`config.mk`:
```
export PLATFORM = sky130hd
export DESIGN_NAME = fix_line_packer
export DESIGN_NICKNAME = d
export VERILOG_FILES = /design/src/rtl/fix_pkg.sv /design/src/rtl/fix_byte_lane_sel.sv /design/src/rtl/fix_line_packer.sv
export SDC_FILE = /design/constraint.sdc
export NUM_CORES = 1
export LEC_CHECK = 0
export CAP_MARGIN = 10
export CORE_MARGIN = 5
export CORE_UTILIZATION = 50
export CTS_CLUSTER_SIZE = 8
export DETAILED_ROUTE_END_ITERATION = 16
export PLACE_DENSITY = 0.72
export SYNTH_ARGS = -nofsm -noshare
export SYNTH_HDL_FRONTEND = slang
export SYNTH_SLANG_ARGS = --single-unit
export TNS_END_PERCENT = 50
```
`constraint.sdc`:
```
create_clock -name clk -period 3.7 [get_ports clk]
set_clock_uncertainty 0.15 [all_clocks]
set_input_delay 0.74 -clock clk [delete_from_list [all_inputs] [get_ports clk]]
set_output_delay 0.74 -clock clk [all_outputs]
set_load 0.03 [all_outputs]
```
`src/rtl/fix_pkg.sv`:
```
// fix_pkg: shared types and constants for the FIX line packer.
//   state_t        - packer FSM state encoding
//   BYTES_PER_LINE - byte lanes in a default-width (256-bit) line
//   SOH            - FIX field delimiter byte
//   lanes_for()    - byte lanes in a line of arbitrary width
package fix_pkg;

    typedef enum logic [1:0] {
        ST_IDLE,    // no partial line held
        ST_FILL,    // partial line held
        ST_FULL     // every line slot occupied
    } state_t;

    localparam int unsigned DEFAULT_DATA_WIDTH = 256;
    localparam int unsigned BYTES_PER_LINE     = DEFAULT_DATA_WIDTH / 8;
    localparam logic [7:0]  SOH                = 8'h01;

    function automatic int unsigned lanes_for(input int unsigned width);
        return width / 8;
    endfunction

endpackage

```
`src/rtl/fix_byte_lane_sel.sv`:
```
// fix_byte_lane_sel: decodes the current byte position within a line into a
// one-hot lane enable.
//   pos_i     - byte position, 0..LANES-1
//   lane_en_o - one-hot lane enable, bit k set when pos_i == k
module fix_byte_lane_sel #(
    parameter int unsigned LANES = 32,
    parameter int unsigned POS_W = 5
) (
    input  logic [POS_W-1:0] pos_i,
    output logic [LANES-1:0] lane_en_o
);

    always_comb begin
        lane_en_o = '0;
        for (int unsigned k = 0; k < LANES; k++) begin
            lane_en_o[k] = (pos_i == POS_W'(k));
        end
    end

endmodule

```
`src/rtl/fix_line_packer.sv`:
```
// fix_line_packer: packs a FIX byte stream into fixed-width lines for a line
// RAM, tracking line occupancy until the consumer releases each line.
// Optional feature macro: FIX_CKSUM_EN (adds cksum_o / cksum_valid_o).
//   clk, rst         - clock; asynchronous active-low reset
//   byte_valid_i     - byte_i is valid
//   byte_i           - message byte
//   byte_last_i      - final byte of a message
//   ready_o          - byte accepted this cycle when byte_valid_i is high
//   release_i        - consumer frees one line
//   write_o          - one-cycle line-write strobe
//   write_index_o    - line index of the write
//   write_data_o     - packed line; MSB is the end-of-message flag
//   count_o          - occupied lines, including a write in flight
//   underflow_o      - sticky: release_i seen with count_o == 0
//   cksum_o          - (FIX_CKSUM_EN) message byte sum mod 256, last byte excluded
//   cksum_valid_o    - (FIX_CKSUM_EN) cksum_o valid, aligned to final write_o
module fix_line_packer
    import fix_pkg::*;
#(
    parameter int unsigned DATA_WIDTH = DEFAULT_DATA_WIDTH,
    parameter int unsigned ADDR_WIDTH = 5
) (
    input  logic                  clk,
    input  logic                  rst,
    input  logic                  byte_valid_i,
    input  logic [7:0]            byte_i,
    input  logic                  byte_last_i,
    output logic                  ready_o,
    input  logic                  release_i,
    output logic                  write_o,
    output logic [ADDR_WIDTH-1:0] write_index_o,
    output logic [DATA_WIDTH:0]   write_data_o,
    output logic [ADDR_WIDTH:0]   count_o,
    output logic                  underflow_o
`ifdef FIX_CKSUM_EN
    ,
    output logic [7:0]            cksum_o,
    output logic                  cksum_valid_o
`endif
);

    localparam int unsigned LANES = lanes_for(DATA_WIDTH);
    localparam int unsigned POS_W = (LANES > 1) ? $clog2(LANES) : 1;
    localparam logic [ADDR_WIDTH:0] DEPTH = {1'b1, {ADDR_WIDTH{1'b0}}};

    state_t                 state;
    logic [POS_W-1:0]       pos;
    logic [LANES-1:0]       lane_en;
    logic [DATA_WIDTH-1:0]  line_q;
    logic [DATA_WIDTH-1:0]  line_next;
    logic [ADDR_WIDTH-1:0]  next_idx;
    logic [ADDR_WIDTH:0]    count_next;
    logic                   accept;
    logic                   completing;
    logic                   release_eff;
    logic                   partial_next;

    fix_byte_lane_sel #(
        .LANES (LANES),
        .POS_W (POS_W)
    ) u_lane_sel (
        .pos_i     (pos),
        .lane_en_o (lane_en)
    );

    // FULL is entered exactly when count reaches DEPTH, so the state register
    // alone gives a registered-only ready.
    assign ready_o    = (state != ST_FULL);
    assign accept     = byte_valid_i && ready_o;
    assign completing = accept && (byte_last_i || (pos == POS_W'(LANES - 1)));

    // A release with nothing occupied frees nothing; it only raises underflow.
    assign release_eff = release_i && (count_o != '0);

    always_comb begin
        line_next = line_q;
        for (int unsigned k = 0; k < LANES; k++) begin
            if (lane_en[k]) begin
                line_next[8*k +: 8] = byte_i;
            end
        end
    end

    always_comb begin
        count_next = count_o;
        if (completing && !release_eff) begin
            count_next = count_o + (ADDR_WIDTH+1)'(1);
        end else if (!completing && release_eff) begin
            count_next = count_o - (ADDR_WIDTH+1)'(1);
        end
    end

    assign partial_next = !completing && (accept || (pos != '0));

    always_ff @(posedge clk or negedge rst) begin
        if (!rst) begin
            state         <= ST_IDLE;
            pos           <= '0;
            line_q        <= '0;
            next_idx      <= '0;
            write_o       <= 1'b0;
            write_index_o <= '0;
            write_data_o  <= '0;
            count_o       <= '0;
            underflow_o   <= 1'b0;
        end else begin
            write_o <= completing;
            count_o <= count_next;
            if (release_i && (count_o == '0)) begin
                underflow_o <= 1'b1;
            end
            if (completing) begin
                write_data_o  <= {byte_last_i, line_next};
                write_index_o <= next_idx;
                next_idx      <= next_idx + ADDR_WIDTH'(1);
                line_q        <= '0;
                pos           <= '0;
            end else if (accept) begin
                line_q <= line_next;
                pos    <= pos + POS_W'(1);
            end
            if (count_next == DEPTH) begin
                state <= ST_FULL;
            end else if (partial_next) begin
                state <= ST_FILL;
            end else begin
                state <= ST_IDLE;
            end
        end
    end

`ifdef FIX_CKSUM_EN
    logic [7:0] cksum_acc;

    // The last byte always completes a line, so the checksum strobe lines up
    // with the message's final write_o.
    always_ff @(posedge clk or negedge rst) begin
        if (!rst) begin
            cksum_acc     <= '0;
            cksum_o       <= '0;
            cksum_valid_o <= 1'b0;
        end else begin
            cksum_valid_o <= 1'b0;
            if (accept) begin
                if (byte_last_i) begin
                    cksum_o       <= cksum_acc;
                    cksum_valid_o <= 1'b1;
                    cksum_acc     <= '0;
                end else begin
                    cksum_acc <= cksum_acc + byte_i;
                end
            end
        end
    end
`endif

endmodule

```
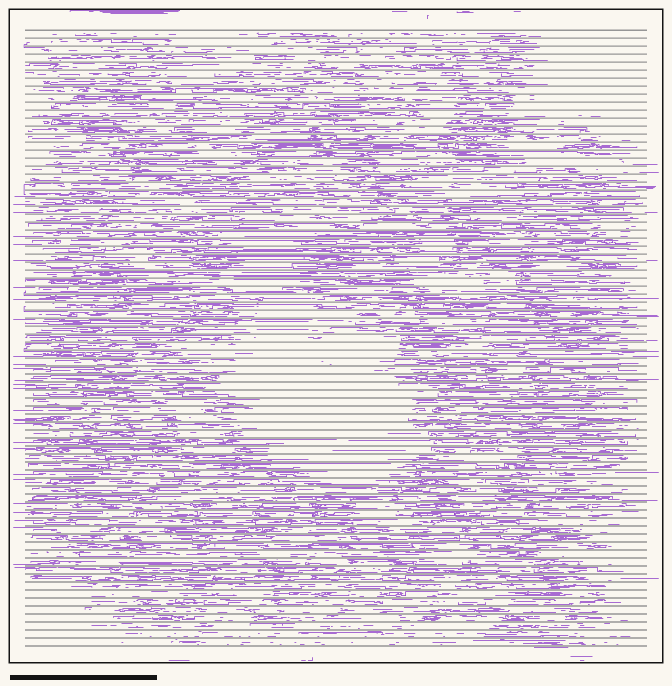
m1.png
The bar under the picture is 50 um long. Supply wires on this layer in gray.
share of all routed wire: 45%
longest straight run: 68.5 um
total number of vias: 16200
final WL: 60.9 mm

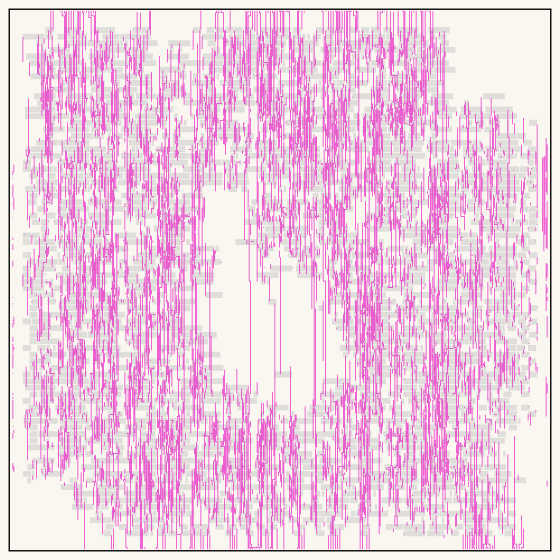
m2.png
longest straight run: 85.0 um
wire length on this layer: 28.3 mm
share of all routed wire: 46%
main direction: vertical
nets with wire on the layer: 1856
grt met2 use: 37.9%

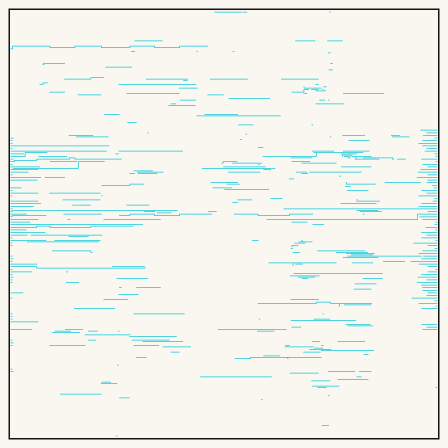
m3.png
longest straight run: 85.6 um
main direction: horizontal
met3 Track Usage GR: 5.39%

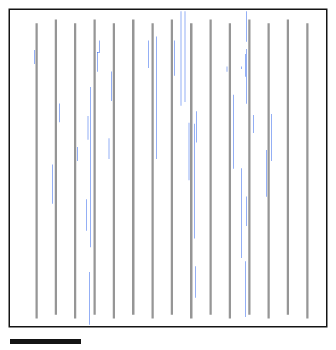
m4.png
The bar under the picture is 50 um long. Supply wires on this layer in gray.
longest straight run: 112 um
nets with wire on the layer: 23
wire length on this layer: 1060 um
share of all routed wire: 1.7%
main direction: vertical

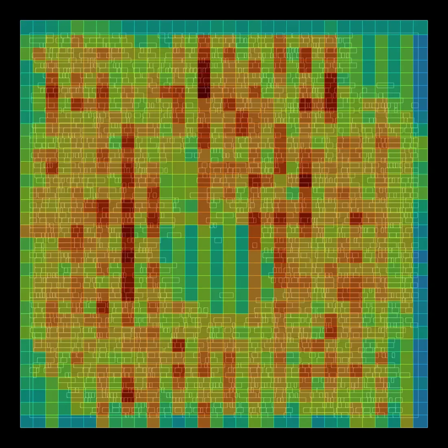
congestion_map.png
post-layout util: 62.9%
WL/cell: 21.9 um
Total GRT Usage: 24.5%
GR Util met1: 35.5%
GRT Max-Usage Layer: met2

==> summary.txt <==
startpoint types = register
share of post-route cells with drive strength above 1 = 7.47%
Die Wd = 222 um
Floorplan Nets = 1970
Fmax = 0.314 GHz
HP Class = input port to async pin
FF-to-FF setup slack = 0.58 ns
Worst-path clk slew = 0.05 ns
dominant register cell = dfrtp_1
post-synthesis mux area share = 11.6%
Net Sw Frac = 26.2%
Finish-stage setup viols = 0
delay of the slowest critical-path stage = 0.68 ns
Clock power frac = 43.6%
RSZ-0062 raised after global routing = no
RR Endpoint = state[0]$_DFF_PN0_
Place WS = 0.511 ns
compound-cell area share of the yosys netlist = 16.3%
postcts setup bufs = 0
Fin. Hold Viols = 0
VDD IR-drop max = 342 uV
XOR-XNOR Cells, Area Fraction = 0.430%
most area-hungry cell type in the Yosys netlist = dfrtp_1
Psw = 0.00374 W
Cell Rows = 77
I/O pin count = 284
Worst-Skew Late Latency = 0.58 ns
DR pass1 iterations = 6
antenna violations before repair = 0
internal power = 0.0105 W
Max-slew headroom = 34.8%
TritonCTS clock tree = built
final worst slack = 0.511 ns
crit share post-route = 86.2%
R2R cell count = 11
Yosys cell types = 47
antenna cells = 0
top cells, area = dfrtp_1, mux2i_1, a22o_1, o21ai_0, nand2_1
Tot Pwr = 0.0143 W
Synth top cell by count = dfrtp_1
Die Y = 222 um
Max clock buf depth = 3
Logic family by area = AND-OR/OR-AND gates
fillers = 3503
Ys Warns = 0
sequential share of the synthesized area = 60.1%
yosys cell count = 1947
largest fanout on the critical path = 5
Area growth, synth to finish = 24.3%
Non-Filler Cell Area, Final = 0.0279 sq mm
cts bufs inserted = 77
Area leader share = 60.1%
global-route wire length before repair = 97.4 mm
count of library flops with an enable pin = 0
number of global-route vias before repair = 16700
dpl cells = 2701
Syn Area/Cell = 11.5 sq um
arrival time worst endpoint = 2.30 ns
Synth top cells by count = dfrtp_1, nand2_1, o21ai_0
final net count = 2211
Worst Setup End Kind = primary output
drt via density = 5.82
Top cell excl fill/tap = dfrtp_1
placed cell area = 0.0258 sq mm
CP bufs+invs = 2
DRC viols = 0
Starting DRT DRC Count = 1295
Chip Area = 0.0492 sq mm
area fraction in and, or, nand and nor cells = 7.94%
worst-margin pin slew = 0.977 ns
tool warnings = 38
crit-path cells = nor2b_1 > inv_1 > clkdlybuf4s50_1
cts repair resizes = 0
Tmin final = 3.19 ns
hold buffer count at CTS = 0
status = finished clean
Setup TNS Final = 0 ns
Pre-Place Util = 50.6%
critical path class = register to primary output
root buf cell = clkbuf_16
crit path DRT = 2.81 ns
core area = 0.0443 sq mm
Final Max Tran Viols = 0
Final GP Congestion = 0.802
H-tree lvl count = 3
largest net degree at the start of global routing = 198
Post-Synthesis Cells = 1947
yosys stat chip area = 0.0224 sq mm
Max-Cap Viols = 0
Finished Layout Cells = 2788
Combinational Power Share = 12.0%
Cell Area, Synth = 0.0224 sq mm
most frequent cells in the layout = dfrtp_1, nand2_1, clkdlybuf4s50_1
Remaining Overflow, GRT = 0
Reg power frac = 44.5%
R2R Path Start = pos[0]$_DFFE_PN0P_
Adder Area Share = 0.647%
port bufs = 283
antenna-violating nets left = 0
Lkg Pwr = 12.9 nW
Async SR Flop Fraction = 100%
clk sinks = 538
pwr/cell area = 511 mW/mm^2
WHS = 0.0752 ns
critical path's top delay family = buffers and inverters
HPWL after detailed placement = 36.9 mm
Synth flops = 538
slowest CP cell = clkdlybuf4s50_1
==> state kept, by name (all words and copies together), names as in the netlist <==
register	cells
write_data_o	257
line_q	256
count_o	6
next_idx	5
pos	5
write_index_o	5
state	2
underflow_o	1
write_o	1
==> how the worst max path moves through the flow <==
stage | to | slack (ns) | depth (start not counted) | startpoint
global route | state[0]$_DFF_PN0_ | 0.39 | 11 | pos[0]$_DFFE_PN0P_
global placement | line_q[89]$_DFFE_PN0P_ | 0.60 | 7 | byte_valid_i
floorplan | state[0]$_DFF_PN0_ | 0.66 | 13 | pos[2]$_DFFE_PN0P_
finish | ready_o | 0.51 | 3 | state[0]$_DFF_PN0_
CTS | ready_o | 0.50 | 3 | state[0]$_DFF_PN0_
detailed placement | line_q[67]$_DFFE_PN0P_ | 0.51 | 7 | byte_valid_i
==> power groups by stage <==
stage          Sequential [W]  Clock (W)  Combinational [W]
5_1_grt               0.00636    0.00660            0.00184
3_3_place_gp          0.00641          0            0.00168
4_1_cts               0.00633    0.00631            0.00172
2_1_floorplan         0.00667          0           0.000703
3_5_place_dp          0.00642          0            0.00171
6_report              0.00634    0.00621            0.00171
==> routing by layer <==
layer	global-route usage, %	vias to the layer above	part of all wire, %
li1	-	7383	-
met1	35.5	8206	45
met2	37.9	570	46
met3	5.39	72	6.9
met4	6.36	0	1.7
met5	0	-	0
==> layout make-up <==
| type | instances | area, sq um | share of cell area (%) |
|---|---|---|---|
| flip-flops and latches | 538 | 13500 | 48.3 |
| clock inverters | 5 | 47.5 | 0.171 |
| clock buffers | 82 | 2020 | 7.25 |
| well taps | 592 | 741 | 2.66 |
| repair buffers | 325 | 3270 | 11.7 |
| inverters | 8 | 32.5 | 0.117 |
| multi-input cells | 1238 | 8300 | 29.8 |
Power is estimated from default activity; no workload was simulated.
